Run 1, cell outlines without signal wires:
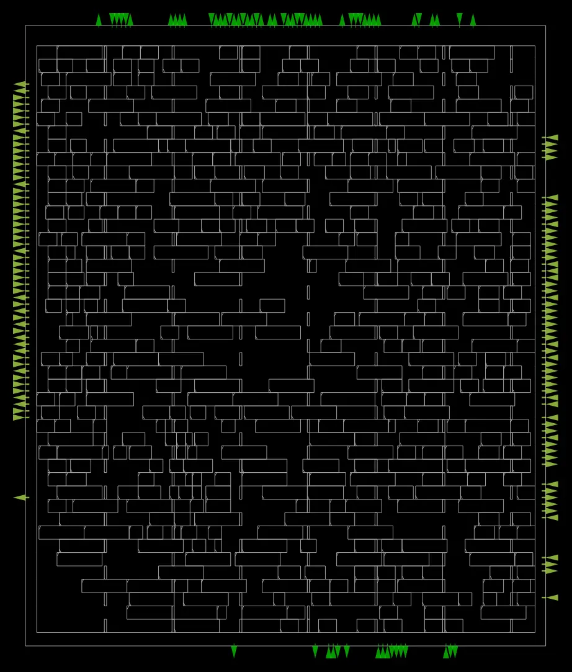
Run 1, wires at chosen ports, followed through buffers:
Scale: 4 px per um.
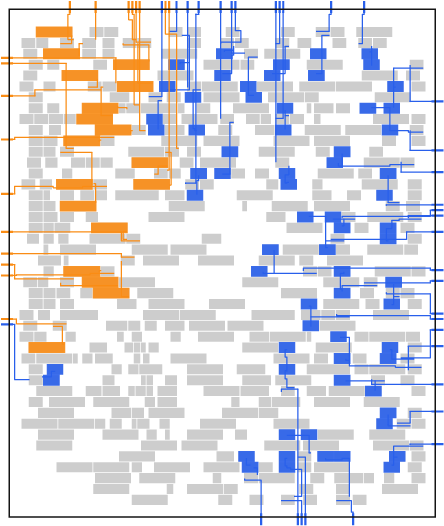
Run 1, cells colored by class:
Scale: 2 px per um.
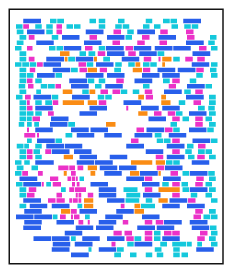
Run 1, routed clock nets over the placement:
Scale: 2 px per um.
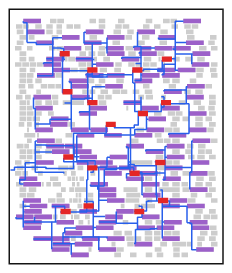
[src/rtl/sincos_arbiter.sv]
// Round-robin arbiter sharing one pipelined sin/cos core among N_REQ requesters.
// A tag line tracks each issued angle so its result is routed back to the originating requester.
module sincos_arbiter #(
    parameter int N_REQ   = 2,
    parameter int LATENCY = 17
) (
    input  logic                  clk,
    input  logic                  rstn,
    input  logic                  en,
    input  logic [N_REQ*18-1:0]   req_theta,
    input  logic [N_REQ-1:0]      req_valid,
    output logic [N_REQ-1:0]      req_ready,
    output logic [17:0]           core_theta_tdata,
    output logic                  core_theta_tvalid,
    input  logic [33:0]           core_sin_cos_tdata,
    input  logic                  core_sin_cos_tvalid,
    output logic [N_REQ*34-1:0]   res_tdata,
    output logic [N_REQ-1:0]      res_tvalid,
    output logic                  idle,
    output logic                  err
);

    localparam int DATA_W = 18;
    localparam int RES_W  = 34;
    localparam int IDX_W  = $clog2(N_REQ);
    localparam int CNT_W  = $clog2(LATENCY + 2);

    logic [IDX_W-1:0]         rr_ptr;
    logic [IDX_W-1:0]         grant_idx;
    logic                     grant_found;
    logic                     xfer;
    logic signed [DATA_W-1:0] theta_sel;
    logic [IDX_W-1:0]         idx_p0;

    logic                     tag_vld [LATENCY];
    logic [IDX_W-1:0]         tag_idx [LATENCY];
    logic                     exit_vld;
    logic [IDX_W-1:0]         exit_idx;

    logic [CNT_W-1:0]         inflight;

    // Scan from the requester after the last winner, wrapping around.
    always_comb begin
        grant_idx   = '0;
        grant_found = 1'b0;
        for (int k = 1; k <= N_REQ; k++) begin
            for (int i = 0; i < N_REQ; i++) begin
                if (!grant_found && req_valid[i] && (i == (int'(rr_ptr) + k) % N_REQ)) begin
                    grant_found = 1'b1;
                    grant_idx   = IDX_W'(i);
                end
            end
        end
    end

    always_comb begin
        req_ready = '0;
        theta_sel = '0;
        for (int i = 0; i < N_REQ; i++) begin
            req_ready[i] = en && grant_found && (grant_idx == IDX_W'(i));
            if (grant_idx == IDX_W'(i)) begin
                theta_sel = req_theta[i*DATA_W +: DATA_W];
            end
        end
    end

    assign xfer = en && grant_found;

    // Stage p0: registered angle and owner index to the core
    always_ff @(posedge clk or negedge rstn) begin
        if (!rstn) begin
            rr_ptr            <= IDX_W'(N_REQ - 1);
            core_theta_tvalid <= 1'b0;
            core_theta_tdata  <= '0;
            idx_p0            <= '0;
        end else begin
            core_theta_tvalid <= xfer;
            core_theta_tdata  <= xfer ? theta_sel : '0;
            idx_p0            <= grant_idx;
            if (xfer) begin
                rr_ptr <= grant_idx;
            end
        end
    end

    // Tag line: mirrors the core pipeline so the owner pops out with its result
    always_ff @(posedge clk or negedge rstn) begin
        if (!rstn) begin
            for (int k = 0; k < LATENCY; k++) begin
                tag_vld[k] <= 1'b0;
                tag_idx[k] <= '0;
            end
        end else begin
            tag_vld[0] <= core_theta_tvalid;
            tag_idx[0] <= idx_p0;
            for (int k = 1; k < LATENCY; k++) begin
                tag_vld[k] <= tag_vld[k-1];
                tag_idx[k] <= tag_idx[k-1];
            end
        end
    end

    assign exit_vld = tag_vld[LATENCY-1];
    assign exit_idx = tag_idx[LATENCY-1];

    // Result stage: route core output to its owner, flag any tag/valid disagreement
    always_ff @(posedge clk or negedge rstn) begin
        if (!rstn) begin
            res_tvalid <= '0;
            res_tdata  <= '0;
            err        <= 1'b0;
        end else begin
            res_tvalid <= '0;
            if (exit_vld && core_sin_cos_tvalid) begin
                for (int i = 0; i < N_REQ; i++) begin
                    if (exit_idx == IDX_W'(i)) begin
                        res_tvalid[i]                <= 1'b1;
                        res_tdata[i*RES_W +: RES_W]  <= core_sin_cos_tdata;
                    end
                end
            end
            if (exit_vld != core_sin_cos_tvalid) begin
                err <= 1'b1;
            end
        end
    end

    always_ff @(posedge clk or negedge rstn) begin
        if (!rstn) begin
            inflight <= '0;
        end else begin
            case ({xfer, exit_vld})
                2'b10:   inflight <= inflight + CNT_W'(1);
                2'b01:   inflight <= inflight - CNT_W'(1);
                default: inflight <= inflight;
            endcase
        end
    end

    assign idle = (inflight == '0);

endmodule

[config.mk]
export PLATFORM = sky130hd
export DESIGN_NAME = sincos_arbiter
export DESIGN_NICKNAME = d
export VERILOG_FILES = /design/src/rtl/sincos_arbiter.sv
export SDC_FILE = /design/constraint.sdc
export NUM_CORES = 1
export LEC_CHECK = 0
export CAP_MARGIN = 15
export CELL_PAD_IN_SITES_DETAIL_PLACEMENT = 0
export CELL_PAD_IN_SITES_GLOBAL_PLACEMENT = 1
export CORE_ASPECT_RATIO = 1.2
export CORE_MARGIN = 2
export CORE_UTILIZATION = 37
export CTS_BUF_LIST = sky130_fd_sc_hd__clkbuf_8
export DETAILED_ROUTE_END_ITERATION = 6
export MAX_ROUTING_LAYER = met4
export PLACE_DENSITY_LB_ADDON = 0.1
export SYNTH_ARGS = -nofsm -noshare
export SYNTH_HDL_FRONTEND = slang
export SYNTH_SLANG_ARGS = --single-unit
[constraint.sdc]
create_clock -name clk -period 2.4 [get_ports clk]
set_clock_uncertainty 0.2 [all_clocks]
set_input_delay 0.48 -clock clk [delete_from_list [all_inputs] [get_ports clk]]
set_output_delay 0.48 -clock clk [all_outputs]
set_load 0.005 [all_outputs]
==> results.ini, run 1 <==
[sta]
setup_ws_ns = 0.1255
rsz0062_at_grt = no
max_slew.worst_pin.slew_ns = 0.4930
fmaxAchievable_mhz = 439.6
setup_viol = 0
fin_crit_sh = 0.9477
drv_slew = 0

[grt]
antenna_found_initial = 0
grt_usage = 0.1579
grt_max_degree = 93
grt_pass1_wl_um = 15730
grt_pass1_vias = 3090

[placed_design]
post-place-ws_ns = -0.3432
dp_hpwl_um = 6922
dpl-instance-area_um2 = 6605

[layout]
flops = 131
fin_util = 0.5774
n_antenna_cell = 0
sh_seq_area = 0.4668
comb.multi_input.count = 123
multiInputGateArea_um2 = 1229
final_cell_mix = clkdlybuf4s50_1 (164), dfrtp_1 (130), mux2_2 (66), a22o_1 (18), clkbuf_8 (18)
n_all_buffers = 188
top_register = res_tdata
lay_top_count = clkdlybuf4s50_1
final_area_um2 = 7025
layout-drive-gt1-share = 0.2693
instances_no_fill = 640

[clock_network]
cts_tree = done
clkSinkCount = 131
clockBufferDepth = 2
insertion_delay_ns = 0.42
cts_setup_buffers = 1
clk_pin_slew_ns = 0.07
hold_buffers = 1

[job]
drv_cap = 0

[setup_path]
max_stage_delay_ns = 0.42
path_class = primary input to output port
slowest_stage = clkdlybuf4s50_1
crit_required_ns = 1.72
worstPathCellList = clkdlybuf4s50_1 > buf_4 > a21boi_2 > and2_4 > dlygate4sd2_1
r2r_slack_ns = 0.56
crit_buf_inv = 3
r2r_cells = 7
cp_top_family = buffers and inverters
worst-path-max-fanout = 2
startpoint_type = primary input

[synth]
synth_area_um2 = 4631
largest_area_cell = dfrtp_1
synthTopLogicFamily = multiplexers
ys_sh_aoi = 0.05539
synthTopCellsByArea = dfrtp_1 (70%), mux2_2 (16%), a22o_1 (3.4%), buf_6 (1.7%), ha_1 (1.1%)
synth_stat.cells = 271
top_cells_by_count = dfrtp_1 (130), mux2_2 (66), a22o_1 (18)
top_cell = dfrtp_1
yosys_warnings = 0
synth-edff-count = 0
fa_ha_area_frac = 0.01081

[outcome]
outcome = complete, no violations

[worst_hold_path]
min_path_cells = 0
hp-start = idx_p0$_DFF_PN0_
min_to = tag_idx[16]$_DFF_PN0_
hold_path_class = flop to flop

[drt]
drc = 0
via_per_inst = 4.586
antenna_left = 0
wl_per_cell_um = 15.29

[power]
leakage_nw = 3.087

[floorplan]
io-pin-count = 169
die_x_um = 106.1

Notes on 'cell outlines without signal wires' above:
Filler cells: 1,015
core area: 12,170 um2
Rows: 44

Notes on 'wires at chosen ports, followed through buffers' above:
blue -> core_sin_cos_tdata  # bits 34, direction input, end cells 68, buffers 34, wire 1,030 um
orange -> core_theta_tdata  # bits 18, direction output, end cells 18, buffers 18, wire 567 um

Notes on 'cells colored by class' above:
cyan -> other buffers and delay cells  # cells 188
blue -> flip-flops  # cells 131
magenta -> all other logic  # cells 128
orange -> clock drivers and dummy loads  # cells 32

Notes on 'routed clock nets over the placement' above:
red -> cells driving clock nets  # count 17
purple -> flip-flops  # count 131
blue -> clock wires  # length 1,510 um
routed clock nets = 18

[run 1: kinds of logic (layout without fill, tap and decap cells)]
group | count (synthesis) | count (layout)
DFF | 131 | 131
adders and majority gates | 4 | 4
and+or+nand+nor | 14 | 14
buffers and inverters | 17 | 225
muxes | 69 | 69
xor gates and xnor gates | 6 | 6
AOI/OAI and AO/OA | 30 | 30
[run 1: metal layers]
metal	GRT usage	vias to the layer above	share of wire
li1	-	1339	-
met1	0.1942	1455	0.43
met2	0.2432	129	0.49
met3	0.05190	12	0.066
met4	0.05960	0	0.011
met5	-	-	0
[run 1: where the power goes]
part / internal, mW / switching (mW)
clock network: 1.05 / 0.830
logic: 0.991 / 0.473
registers: 2.60 / 0.194
total: 4.64 / 1.50
--- run 2 (diff from run 1) ---
--- a/config.mk
+++ b/config.mk
@@ -9,8 +9,8 @@
 export CELL_PAD_IN_SITES_DETAIL_PLACEMENT = 0
 export CELL_PAD_IN_SITES_GLOBAL_PLACEMENT = 1
 export CORE_ASPECT_RATIO = 1.2
-export CORE_MARGIN = 2
-export CORE_UTILIZATION = 37
+export CORE_MARGIN = 5
+export CORE_UTILIZATION = 38
 export CTS_BUF_LIST = sky130_fd_sc_hd__clkbuf_8
 export DETAILED_ROUTE_END_ITERATION = 6
 export MAX_ROUTING_LAYER = met4
==> constraint.sdc (replaced) <==
create_clock -name clk -period 2.7 [get_ports clk]
set_clock_uncertainty 0.2 [all_clocks]
set_input_delay 0.54 -clock clk [delete_from_list [all_inputs] [get_ports clk]]
set_output_delay 0.54 -clock clk [all_outputs]
set_load 0.005 [all_outputs]
==> run 2 against run 1 <==
Compared with the run above: via count is 0.10% lower; sequential share of layout area grew 0.28 points; clock power shrank 11%; worst hold slack barely moved; final cell count shrank 0.63%; utilization is 0.49 points higher; power is 11% lower; sequential power shrank 11%; critical path type unchanged; largest power group unchanged.
==> results.ini, run 2 <==
[outcome]
outcome = complete, no violations

[synth]
synth_stat.cells = 271  ; unchanged
synth-edff-count = 0  ; unchanged
ys_types = 33
top_cell = dfrtp_1
syn_avg_cell_area_um2 = 17.09
fa_ha_area_frac = 0.01081  ; unchanged
async_flop_share = 1.000
synthTopCellsByArea = dfrtp_1 (70%), mux2_2 (16%), a22o_1 (3.4%), buf_6 (1.7%), ha_1 (1.1%)
yosys_warnings = 0  ; unchanged
top_cells_by_count = dfrtp_1 (130), mux2_2 (66), a22o_1 (18)
ys_sh_aoi = 0.05539  ; unchanged
largest_area_cell = dfrtp_1
synthTopLogicFamily = multiplexers

[sta]
fin_crit_sh = 0.9622
drv_slew = 0  ; unchanged
max_slew.worst_pin.slew_ns = 0.4493  ; -0.04374 ns
rsz0062_at_grt = no
setup_viol = 0  ; unchanged
setup_ws_ns = 0.1019  ; -0.02351 ns
fmaxAchievable_mhz = 384.9

[layout]
multiInputGateArea_um2 = 1231  ; +0.20%
n_antenna_cell = 0  ; unchanged
sh_seq_area = 0.4696  ; +0.002781
top_register = res_tdata
top_regs = res_tdata: 68 flops, core_theta_tdata: 18 flops
final_area_um2 = 6989  ; -0.52%
final_cell_mix = clkdlybuf4s50_1 (166), dfrtp_1 (128), mux2_2 (66), clkbuf_8 (20), a22o_1 (18)
lay_top_count = clkdlybuf4s50_1
flops = 131  ; unchanged
fin_util = 0.5824  ; +0.004923
instances_no_fill = 636  ; -0.63%
layout-drive-gt1-share = 0.2632  ; -0.006153
n_all_buffers = 184  ; -2.1%
comb.multi_input.count = 123  ; unchanged

[drt]
wl_met2_um = 5077  ; +5.4%
wl_met1_um = 4339  ; +3.0%
via_per_inst = 4.610  ; +0.53%
wl_met3_um = 715  ; +11%
highest_layer = met4
antenna_left = 0  ; unchanged
drc = 0  ; unchanged
wl_per_cell_um = 16.18  ; +5.8%

[setup_path]
worstPathCellList = clkdlybuf4s50_1 > a21boi_2 > and2_4 > clkdlybuf4s50_1
cp_top_family = buffers and inverters
max_stage_delay_ns = 0.49  ; +0.07 ns
crit_required_ns = 1.96  ; +0.24 ns
worst-path-max-fanout = 3  ; +1
path_class = primary input to output port
slowest_stage = clkdlybuf4s50_1
startpoint_type = primary input
crit_buf_inv = 2  ; -1

[clock_network]
cts_resized = 4
hold_buffers = 1  ; unchanged
cts_setup_buffers = 2  ; +1
root_buffer = clkbuf_8
clockBufferDepth = 2  ; unchanged
insertion_delay_ns = 0.41  ; about the same
clk_pin_slew_ns = 0.07  ; about the same
clkSinkCount = 131  ; unchanged
cts_tree = done

[floorplan]
rows = 44  ; unchanged
core-area_um2 = 12000  ; -1.4%
die_x_um = 110.8  ; +4.4%
io-pin-count = 169  ; unchanged

[power]
pg_comb_mw = 1.31  ; -10%
leakage_nw = 3.059  ; -0.89%
powerDensity_nw_per_um2 = 782.4
seqPwrFrac = 0.455  ; about the same
power.internal_mw = 4.166  ; -10%
seq_cell_power_mw = 2.49  ; -11%
clock_power_mw = 1.67  ; -11%
p_comb_frac = 0.239  ; about the same
top_power_group = sequential cells

[grt]
top_usage_layer = met2
grt_usage = 0.1534  ; -0.004420
grtUsageMet2 = 0.2464  ; +0.003216
grt_pass1_wl_um = 16710  ; +6.3%
use_met3 = 0.05942  ; +0.007518
grt_pass1_vias = 3269  ; +5.8%
antenna_found_initial = 0  ; unchanged
grt_max_degree = 51  ; -45%
grt.met1_usage = 0.1743  ; -0.01981

[placed_design]
placedCellCount = 601
post-place-ws_ns = -0.07770  ; +0.2655 ns
dpl-instance-area_um2 = 6546  ; -0.89%
io_buffers = 168

[worst_hold_path]
hold_path_class = flop to flop

[job]
drv_cap = 0  ; unchanged

==> run 2: cell counts after synthesis <==
No cell type changed its count.
==> run 2: final timing paths <==
kind	start	endpoint	slack, ns	depth (start not counted)
min reg2reg	tag_idx[13]$_DFF_PN0_	tag_idx[12]$_DFF_PN0_	0.15	0
max reg2reg	exit_vld$_DFF_PN0_	res_tdata[40]$_DFFE_PN0P_	0.85	4
max	req_valid[1]	req_ready[1]	0.10	4
min	tag_idx[13]$_DFF_PN0_	tag_idx[12]$_DFF_PN0_	0.15	0
min in group asynchronous	rstn	res_tdata[9]$_DFFE_PN0P_	0.43	2
max in group asynchronous	rstn	res_tdata[32]$_DFFE_PN0P_	1.20	3
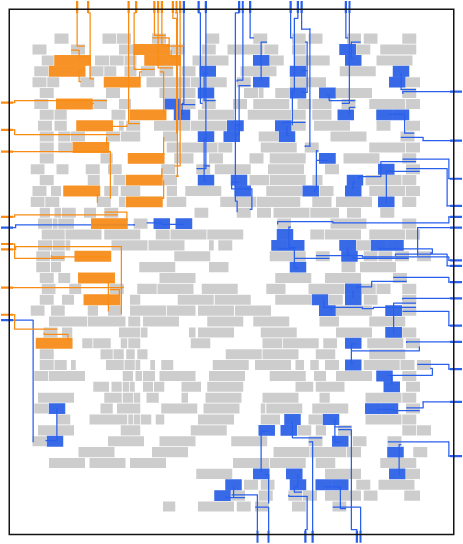
Run 2: wires at chosen ports, followed through buffers
Scale: 4 px per um.
orange -> core_theta_tdata  # bits 18, direction output, end cells 18, buffers 18, wire 555 um
blue -> core_sin_cos_tdata  # bits 34, direction input, end cells 68, buffers 34, wire 1,170 um

--- run 3 (diff from run 2) ---
--- a/config.mk
+++ b/config.mk
@@ -9,9 +9,9 @@
 export CELL_PAD_IN_SITES_DETAIL_PLACEMENT = 0
 export CELL_PAD_IN_SITES_GLOBAL_PLACEMENT = 1
 export CORE_ASPECT_RATIO = 1.2
-export CORE_MARGIN = 5
+export CORE_MARGIN = 2
 export CORE_UTILIZATION = 38
-export CTS_BUF_LIST = sky130_fd_sc_hd__clkbuf_8
+export CTS_BUF_LIST = sky130_fd_sc_hd__clkbuf_8 sky130_fd_sc_hd__clkbuf_16
 export DETAILED_ROUTE_END_ITERATION = 6
 export MAX_ROUTING_LAYER = met4
 export PLACE_DENSITY_LB_ADDON = 0.1
==> run 3 against run 2 <==
Compared with the run above: synthesized cell count unchanged; wire length fell by 5.6%; clock-buffer cell count decreased by 1; critical path type unchanged; final cell count increased by 0.16%; die area down 9.8%; utilization grew 2.0 points; first-iteration DRC count is 15% lower.
==> results.ini, run 3 <==
[setup_path]
r2r_cells = 7  ; +3
worst-path-max-fanout = 3  ; unchanged
crit_end = req_ready[1]
r2r-end = inflight[2]$_DFFE_PN0P_
worstReg2RegStart = exit_vld$_DFF_PN0_
r2r_slack_ns = 0.88  ; +0.03 ns
path_class = primary input to output port
crit_required_ns = 1.96  ; about the same
startpoint_type = primary input
crit_start = req_valid[1]

[floorplan]
fp.dieArea_um2 = 13090
die_x_um = 104.8  ; -5.4%
rows = 44  ; unchanged
io-pin-count = 169  ; unchanged

[sta]
rsz0062_at_grt = no
max_slew.worst_pin.slew_ns = 0.4948  ; +0.04550 ns
setup_ws_ns = 0.1028  ; +0.0008130 ns
fin_crit_sh = 0.9619  ; about the same
drv_slew = 0  ; unchanged
fmaxAchievable_mhz = 385.0  ; about the same
period_needed_ns = 2.597
setup_viol = 0  ; unchanged

[layout]
n_all_buffers = 185  ; +0.54%
final_cell_mix = clkdlybuf4s50_1 (166), dfrtp_1 (127), mux2_2 (66), a22o_1 (18), clkbuf_16 (17)
instances_no_fill = 637  ; +0.16%
multiInputGateArea_um2 = 1229  ; -0.20%
largest_class = sequential cells
final_area_um2 = 7233  ; +3.5%
area_growth_syn_to_layout_pct = 56.20
n_antenna_cell = 0  ; unchanged
lay_top_count = clkdlybuf4s50_1
fillers = 1011
sh_seq_area = 0.4539  ; -0.01567
fin_util = 0.6027  ; +0.02033
top_regs = res_tdata: 68 flops, core_theta_tdata: 18 flops
flops = 131  ; unchanged
layout-drive-gt1-share = 0.2689  ; +0.005750
comb.multi_input.count = 123  ; unchanged

[synth]
top_cells_by_count = dfrtp_1 (130), mux2_2 (66), a22o_1 (18)
top_area_frac = 0.7025
async_flop_share = 1.000  ; unchanged
synth_stat.cells = 271  ; unchanged
ys_types = 33  ; unchanged
synthTopCellsByArea = dfrtp_1 (70%), mux2_2 (16%), a22o_1 (3.4%), buf_6 (1.7%), ha_1 (1.1%)
synth-edff-count = 0  ; unchanged
yosys_warnings = 0  ; unchanged
largest_area_cell = dfrtp_1
syn_avg_cell_area_um2 = 17.09  ; unchanged

[worst_hold_path]
hold_path_class = flop to flop
min_path_cells = 0  ; unchanged
hp-start = tag_idx[14]$_DFF_PN0_
min_to = tag_idx[13]$_DFF_PN0_

[power]
seqPwrFrac = 0.396  ; -0.059
pg_comb_mw = 1.30  ; about the same
power.internal_mw = 4.890  ; +17%
seq_cell_power_mw = 2.50  ; about the same
powerDensity_nw_per_um2 = 871.0  ; +11%
leakage_nw = 3.174  ; +3.7%
clock_power_mw = 2.50  ; +50%
top_power_group = sequential cells
p_comb_frac = 0.207  ; -0.032

[drt]
wl_met1_um = 4115  ; -5.2%
wl_per_cell_um = 15.25  ; -5.7%
via_per_inst = 4.614  ; about the same
wl_met3_um = 656  ; -8.3%
wl_met2_um = 4842  ; -4.6%
drc = 0  ; unchanged
drt-total-wl_um = 9716
antenna_left = 0  ; unchanged
highest_layer = met4

[placed_design]
post-place-ws_ns = -0.09375  ; -0.01606 ns
dpl-instance-area_um2 = 6526  ; -0.31%
io_buffers = 168  ; unchanged
placedCellCount = 600  ; -0.17%

[clock_network]
hold_buffers = 1  ; unchanged
insertion_delay_ns = 0.40  ; about the same
root_buffer = clkbuf_16
clockBufferDepth = 2  ; unchanged
cts_resized = 2  ; -2
cts_setup_buffers = 2  ; unchanged
clk_pin_slew_ns = 0.05  ; -0.02 ns
clkSinkCount = 131  ; unchanged

[grt]
grt_pass1_vias = 3145  ; -3.8%
grt_usage = 0.1610  ; +0.007605
antenna_found_initial = 0  ; unchanged
grt_pass1_wl_um = 15860  ; -5.1%

[outcome]
outcome = complete, no violations

[job]
drv_cap = 0  ; unchanged

## run 3: logic make-up after synthesis
| kind of cell | count (synthesis) | synth area share |
|---|---|---|
| compound gates | 30 | 0.05539 |
| xor+xnor | 6 | 0.01135 |
| fa+ha+maj | 4 | 0.01081 |
| buf+inv | 17 | 0.02702 |
| simple gates | 14 | 0.01946 |
| flops | 131 | 0.7082 |
| mux | 69 | 0.1678 |
## run 3: routing by layer
metal | GRT usage | vias up
met4 | 0.05647 | 0
met3 | 0.04657 | 11
met2 | 0.2555 | 132
met1 | 0.1975 | 1453
li1 | - | 1343
met5 | - | -
## run 3: critical path, stage by stage
cell and delay [ns]:
clkdlybuf4s50_1 0.49, a21boi_2 0.18, and2_4 0.16, clkdlybuf4s50_1 0.49
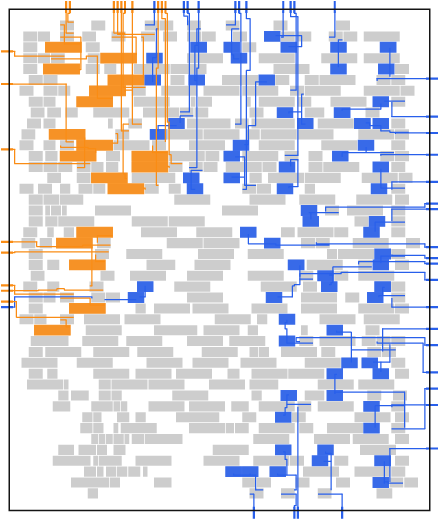
Run 3: wires at chosen ports, followed through buffers
Scale: 4 px per um.
blue -> core_sin_cos_tdata  # bits 34, direction input, end cells 68, buffers 34, wire 1,090 um
orange -> core_theta_tdata  # bits 18, direction output, end cells 18, buffers 18, wire 578 um

No activity file was given, so power comes from the tool's default toggle rates.
